**config.mk**
```make
export PLATFORM = sky130hd
export DESIGN_NAME = pulse_channel_sched_flat
export DESIGN_NICKNAME = d
export VERILOG_FILES = /design/src/rtl/pulse_channel_sched_pkg.sv /design/src/rtl/pulse_channel_sched_if.sv /design/src/rtl/pulse_channel_sched_rr_arbiter.sv /design/src/rtl/pulse_channel_sched.sv /design/src/flat_wrapper.sv
export SDC_FILE = /design/constraint.sdc
export NUM_CORES = 1
export LEC_CHECK = 0
export ABC_CLOCK_PERIOD_IN_PS = 2810
export CAP_MARGIN = 20
export CORE_MARGIN = 4
export CORE_UTILIZATION = 49
export DETAILED_ROUTE_END_ITERATION = 6
export GPL_TIMING_DRIVEN = 0
export PLACE_DENSITY = 0.74
export SYNTH_ARGS = -nofsm -noshare
export SYNTH_HDL_FRONTEND = slang
export SYNTH_SLANG_ARGS = --single-unit
```
**constraint.sdc**
```tcl
create_clock -name clk -period 2.81 [get_ports clk]
set_clock_uncertainty 0.2 [all_clocks]
set_input_delay 0.562 -clock clk [delete_from_list [all_inputs] [get_ports clk]]
set_output_delay 0.562 -clock clk [all_outputs]
set_load 0.02 [all_outputs]
```
**src/rtl/pulse_channel_sched_pkg.sv**
```systemverilog
// ============================================================================
// pulse_sched_pkg : shared types for the pulse channel scheduler
// Rev 1.0
// ============================================================================
`default_nettype none

package pulse_sched_pkg;

  typedef enum logic [1:0] {
    ST_IDLE     = 2'd0,
    ST_WAIT_ACK = 2'd1,
    ST_GAP      = 2'd2
  } state_e;

  function automatic int id_width(input int n);
    return (n > 1) ? $clog2(n) : 1;
  endfunction

endpackage

`default_nettype wire

```
**src/rtl/pulse_channel_sched_if.sv**
```systemverilog
// ============================================================================
// pulse_channel_sched_if : request/ack/status bundle of the pulse scheduler
// Rev 1.0
// ============================================================================
`default_nettype none

interface pulse_channel_sched_if #(
  parameter int N_REQ = 4
) ();

  localparam int ID_W = pulse_sched_pkg::id_width(N_REQ);

  logic [N_REQ-1:0] req_pulse;
  logic             ack_level_sync;
  logic             ovf_clr;
  logic             sync_level_o;
  logic [ID_W-1:0]  sync_id_o;
  logic             busy;
  logic [N_REQ-1:0] pend_nz;
  logic [N_REQ-1:0] ovf_sticky;

  modport master (
    input  req_pulse, ack_level_sync, ovf_clr,
    output sync_level_o, sync_id_o, busy, pend_nz, ovf_sticky
  );

  modport slave (
    output req_pulse, ack_level_sync, ovf_clr,
    input  sync_level_o, sync_id_o, busy, pend_nz, ovf_sticky
  );

endinterface

`default_nettype wire

```
**src/rtl/pulse_channel_sched_rr_arbiter.sv**
```systemverilog
// ============================================================================
// rr_arbiter : round-robin pick among pending requesters, pointer advances on update
// Rev 1.0
// ============================================================================
`default_nettype none

module rr_arbiter
  import pulse_sched_pkg::*;
#(
  parameter int N_REQ = 4
) (
  input  wire logic                       clk,
  input  wire logic                       reset_n,
  input  wire logic [N_REQ-1:0]           req,
  input  wire logic                       update,
  output logic      [N_REQ-1:0]           grant,
  output logic      [id_width(N_REQ)-1:0] idx,
  output logic                            valid
);

  localparam int ID_W = id_width(N_REQ);

  logic [ID_W-1:0] ptr;
  int              pos;

  // First pending requester at or after ptr, wrapping at N_REQ-1.
  always_comb begin
    valid = 1'b0;
    idx   = '0;
    pos   = 0;
    for (int k = 0; k < N_REQ; k++) begin
      pos = int'(ptr) + k;
      if (pos >= N_REQ) pos = pos - N_REQ;
      if (!valid && req[pos]) begin
        valid = 1'b1;
        idx   = ID_W'(pos);
      end
    end
  end

  assign grant = valid ? (N_REQ'(1) << idx) : '0;

  always_ff @(posedge clk) begin
    if (!reset_n) begin
      ptr <= '0;
    end else if (update) begin
      ptr <= (int'(idx) == N_REQ - 1) ? '0 : idx + 1'b1;
    end
  end

endmodule

`default_nettype wire

```
**src/rtl/pulse_channel_sched.sv**
```systemverilog
// ============================================================================
// pulse_channel_sched : shares one toggle/ack pulse channel among N_REQ requesters
// Rev 1.0
// ============================================================================
`default_nettype none

module pulse_channel_sched
  import pulse_sched_pkg::*;
#(
  parameter int N_REQ   = 4,
  parameter int CNT_W   = 3,
  parameter int GAP_CYC = 2
) (
  input  wire logic              clk,
  input  wire logic              reset_n,
  pulse_channel_sched_if.master  bus
);

  localparam int ID_W  = id_width(N_REQ);
  localparam int GAP_W = (GAP_CYC > 1) ? $clog2(GAP_CYC) : 1;
  localparam logic [GAP_W-1:0] GAP_LOAD = GAP_W'((GAP_CYC > 0) ? GAP_CYC - 1 : 0);
  localparam logic [CNT_W-1:0] CNT_MAX  = '1;

  logic [N_REQ-1:0] req_q;
  logic [N_REQ-1:0] req_edge;
  logic [N_REQ-1:0] cnt_dec;
  logic [N_REQ-1:0] pend;
  logic [N_REQ-1:0] ovf;
  logic [N_REQ-1:0] arb_grant;
  logic [ID_W-1:0]  arb_idx;
  logic             arb_valid;

  state_e           state, state_nxt;
  logic             level, level_nxt;
  logic [ID_W-1:0]  id, id_nxt;
  logic [GAP_W-1:0] gap_cnt, gap_nxt;
  logic             grant_en;

  always_ff @(posedge clk) begin
    if (!reset_n) req_q <= '0;
    else          req_q <= bus.req_pulse;
  end

  assign req_edge = bus.req_pulse & ~req_q;
  assign cnt_dec  = arb_grant & {N_REQ{grant_en}};

  for (genvar i = 0; i < N_REQ; i++) begin : g_cnt
    logic [CNT_W-1:0] cnt;
    logic             ovf_r;
    logic             sat_hit;

    // Edge and grant together cancel; an edge on a full counter is lost and flagged.
    assign sat_hit = req_edge[i] && !cnt_dec[i] && (cnt == CNT_MAX);

    always_ff @(posedge clk) begin
      if (!reset_n) begin
        cnt <= '0;
      end else if (req_edge[i] && !cnt_dec[i]) begin
        if (cnt != CNT_MAX) cnt <= cnt + 1'b1;
      end else if (cnt_dec[i] && !req_edge[i]) begin
        cnt <= cnt - 1'b1;
      end
    end

    always_ff @(posedge clk) begin
      if (!reset_n)         ovf_r <= 1'b0;
      else if (sat_hit)     ovf_r <= 1'b1;
      else if (bus.ovf_clr) ovf_r <= 1'b0;
    end

    assign pend[i] = |cnt;
    assign ovf[i]  = ovf_r;
  end

  rr_arbiter #(
    .N_REQ (N_REQ)
  ) u_arb (
    .clk     (clk),
    .reset_n (reset_n),
    .req     (pend),
    .update  (grant_en),
    .grant   (arb_grant),
    .idx     (arb_idx),
    .valid   (arb_valid)
  );

  always_ff @(posedge clk) begin
    if (!reset_n) begin
      state   <= ST_IDLE;
      level   <= 1'b0;
      id      <= '0;
      gap_cnt <= '0;
    end else begin
      state   <= state_nxt;
      level   <= level_nxt;
      id      <= id_nxt;
      gap_cnt <= gap_nxt;
    end
  end

  always_comb begin
    state_nxt = state;
    level_nxt = level;
    id_nxt    = id;
    gap_nxt   = gap_cnt;
    grant_en  = 1'b0;
    case (state)
      ST_IDLE: begin
        if (arb_valid) begin
          grant_en  = 1'b1;
          level_nxt = ~level;
          id_nxt    = arb_idx;
          state_nxt = ST_WAIT_ACK;
        end
      end
      ST_WAIT_ACK: begin
        if (bus.ack_level_sync == level) begin
          if (GAP_CYC > 0) begin
            state_nxt = ST_GAP;
            gap_nxt   = GAP_LOAD;
          end else begin
            state_nxt = ST_IDLE;
          end
        end
      end
      ST_GAP: begin
        if (gap_cnt == '0) state_nxt = ST_IDLE;
        else               gap_nxt   = gap_cnt - 1'b1;
      end
      default: state_nxt = ST_IDLE;
    endcase
  end

  assign bus.sync_level_o = level;
  assign bus.sync_id_o    = id;
  assign bus.busy         = (state != ST_IDLE);
  assign bus.pend_nz      = pend;
  assign bus.ovf_sticky   = ovf;

endmodule

`default_nettype wire

```
**src/flat_wrapper.sv**
```systemverilog
// flat-port wrapper written by rule: the top's interface ports become plain ports
module pulse_channel_sched_flat import pulse_sched_pkg::*;
#(
  parameter int N_REQ   = 4,
  parameter int CNT_W   = 3,
  parameter int GAP_CYC = 2
)
  (clk, reset_n, bus_req_pulse, bus_ack_level_sync, bus_ovf_clr, bus_sync_level_o, bus_sync_id_o, bus_busy, bus_pend_nz, bus_ovf_sticky);
  pulse_channel_sched_if #(.N_REQ(N_REQ)) bus_i ();
  input  wire logic clk;
  input  wire logic reset_n;
  input wire logic [$bits(bus_i.req_pulse)-1:0] bus_req_pulse;
  input wire logic [$bits(bus_i.ack_level_sync)-1:0] bus_ack_level_sync;
  input wire logic [$bits(bus_i.ovf_clr)-1:0] bus_ovf_clr;
  output wire logic [$bits(bus_i.sync_level_o)-1:0] bus_sync_level_o;
  output wire logic [$bits(bus_i.sync_id_o)-1:0] bus_sync_id_o;
  output wire logic [$bits(bus_i.busy)-1:0] bus_busy;
  output wire logic [$bits(bus_i.pend_nz)-1:0] bus_pend_nz;
  output wire logic [$bits(bus_i.ovf_sticky)-1:0] bus_ovf_sticky;
  assign bus_i.req_pulse = bus_req_pulse;
  assign bus_i.ack_level_sync = bus_ack_level_sync;
  assign bus_i.ovf_clr = bus_ovf_clr;
  assign bus_sync_level_o = bus_i.sync_level_o;
  assign bus_sync_id_o = bus_i.sync_id_o;
  assign bus_busy = bus_i.busy;
  assign bus_pend_nz = bus_i.pend_nz;
  assign bus_ovf_sticky = bus_i.ovf_sticky;
  pulse_channel_sched #(.N_REQ(N_REQ), .CNT_W(CNT_W), .GAP_CYC(GAP_CYC)) u_core (.clk(clk), .reset_n(reset_n), .bus(bus_i));
endmodule
```
Fig. 1: sizing map
Scale bar: 20 um.
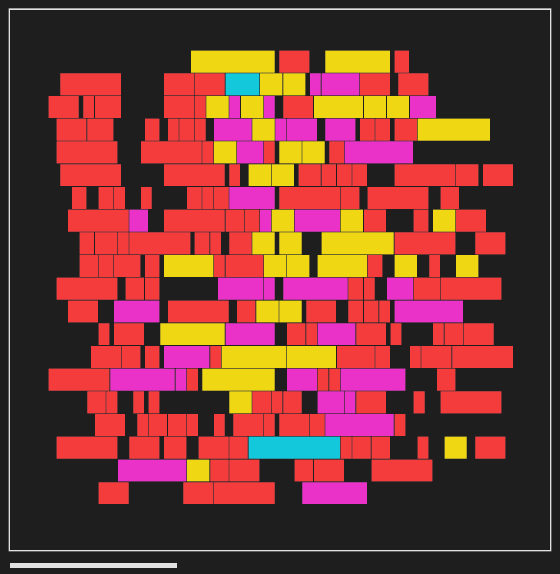
colour	size	cells	share
red	_0 and _1 cells	148	67%
cyan	_6 and larger	2	0.91%
magenta	_2 cells	33	15%
yellow	_3 and _4 cells	37	17%
fin area: 2157 um^2
area added between synthesis and finish: 37.15%
count of plain and timing-repair buffers in the layout: 46
Worst Setup Slack, final: -0.02094 ns

Fig. 2: met2 routing
Scale bar: 20 um.
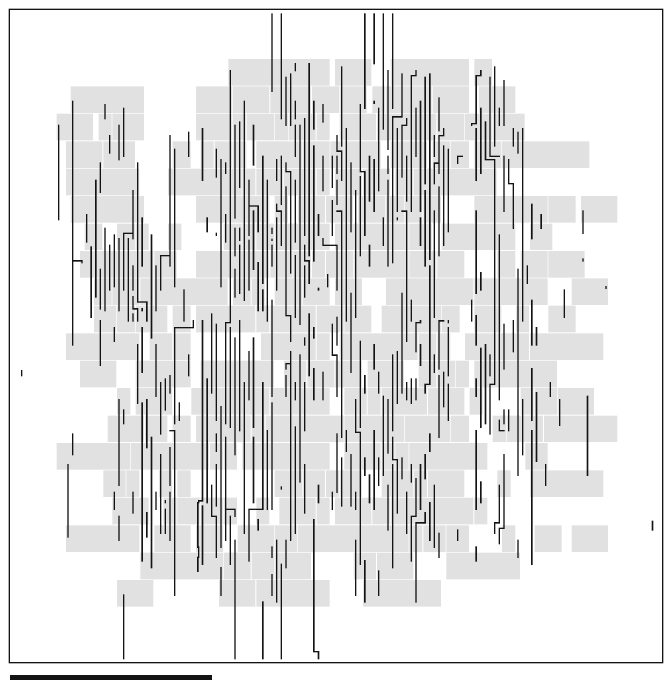
nets with wire on the layer	209
longest straight run	25.0 um
wire length on this layer	1930 um
main direction	vertical
final WL: 3801 um
count of vias placed by the detailed router: 1444
met2 track demand over resource: 31.57%

==> notes.md <==
Results of the implementation run.

The fraction of final layout cells with drive strength greater than 1 came out at 32.73%. The detailed-routing wirelength on met1 came out at approximately 1600 um. Across the whole layout, multi-input logic makes up 47.45% of the cell area.

The registers of the reported paths see a clock transition of 0.16 ns. The wire length per cell came out at approximately 14 um. The maximum fanout along the worst path came out at 4. The final reports fail on setup timing. The total routing resource utilization after global routing came out at between 15 and 20%. The final layout reports a setup TNS of -0.02094 ns. The total length of routed met3 wires came out at around 140 um.

The worst setup slack after layout is -0.02094 ns. The sum of net half-perimeters after detailed placement came out at roughly 2500 um. Dividing the detail-routed via count by the number of cells gives ~5.5. The cell at the root of the clock tree is sky130_fd_sc_hd__clkbuf_4. Entering global routing, the biggest net connects 17 pins. After clock tree synthesis, the flow added hold-fix buffers numbering 0.

The flow ran to the end, but the final reports show violations. The count of inserted tapcells is 44. The largest voltage drop on the vdd net is ~0.70 mV.

The last timing report of the flow puts the setup violation total at 1. The required time of the critical path is roughly 2.9 ns. The leakage power in the latest report is 0.8622 nW. Among all cell classes, the greatest summed area belongs to multi-input combinational cells. The number of antenna violations at the first check in global routing is 0. By area the synthesized netlist is led by sky130_fd_sc_hd__dfxtp_1 36%, sky130_fd_sc_hd__mux2i_1 5.7%, sky130_fd_sc_hd__fa_1 5.1%, sky130_fd_sc_hd__nand2_1 4.5%, sky130_fd_sc_hd__nand3_1 3.5%. Sequential elements use between 30% and 40% of the synthesized area. The initial standard-cell utilization of the core came out at roughly half. The reported max-cap violation count came out at 0.

The worst setup slack after placement came out at -0.2986 ns.
Fig. 3: track usage over the die
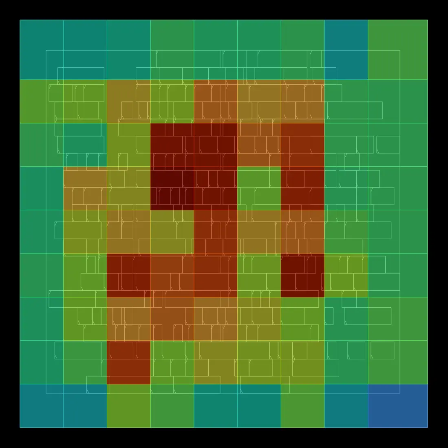
busiest grt layer: met2
global-route met1 utilization: 21.38%

-- what timing repair did --
action,CTS,global route
cloned,0,0
pin swaps,7,12
resized,6,31
endpoints found under the setup margin,6,7
setup buffers,11,8
-- critical path: stages, from the launching register on --
cell and delay [ns]:
sky130_fd_sc_hd__dfxtp_4 0.39, sky130_fd_sc_hd__nor3_4 0.25, sky130_fd_sc_hd__buf_4 0.15, sky130_fd_sc_hd__o221ai_2 0.11, sky130_fd_sc_hd__a21oi_2 0.27, sky130_fd_sc_hd__inv_2 0.08
sky130_fd_sc_hd__ha_1 0.25, sky130_fd_sc_hd__inv_2 0.08, sky130_fd_sc_hd__o21ai_1 0.10, sky130_fd_sc_hd__fa_2 0.37, sky130_fd_sc_hd__nor4_2 0.25, sky130_fd_sc_hd__o21a_1 0.17
sky130_fd_sc_hd__nor3_2 0.04
-- worst paths after layout --
check | from | to | slack (ns) | depth (start not counted)
min reg2reg | u_core.bus.sync_id_o[1] | u_core.bus.sync_id_o[1] | 0.28 | 2
max | u_core.g_cnt[0].cnt[2] | u_core.g_cnt[2].cnt[2] | -0.02 | 12
max reg2reg | u_core.g_cnt[0].cnt[2] | u_core.g_cnt[2].cnt[2] | -0.02 | 12
min | u_core.bus.sync_id_o[1] | u_core.bus.sync_id_o[1] | 0.28 | 2
-- sequential cells by signal, indices dropped and copies added (netlist names) --
| name | count |
|---|---|
| u_core.g_cnt.cnt | 12 |
| u_core.g_cnt.ovf_r | 4 |
| u_core.state | 2 |
| u_core.req_q | 4 |
| u_core.bus.sync_level_o | 1 |
| u_core.gap_cnt | 1 |
| u_core.bus.sync_id_o | 2 |
| u_core.u_arb.ptr | 2 |
-- where the power goes --
group          total (W)  switching, W  internal [W]
registers       0.000669      0.000151      0.000518
clock network   0.000274      0.000130      0.000145
logic            0.00191       0.00100      0.000911
Power figures rest on the tool's default switching activity, not on a simulated workload.
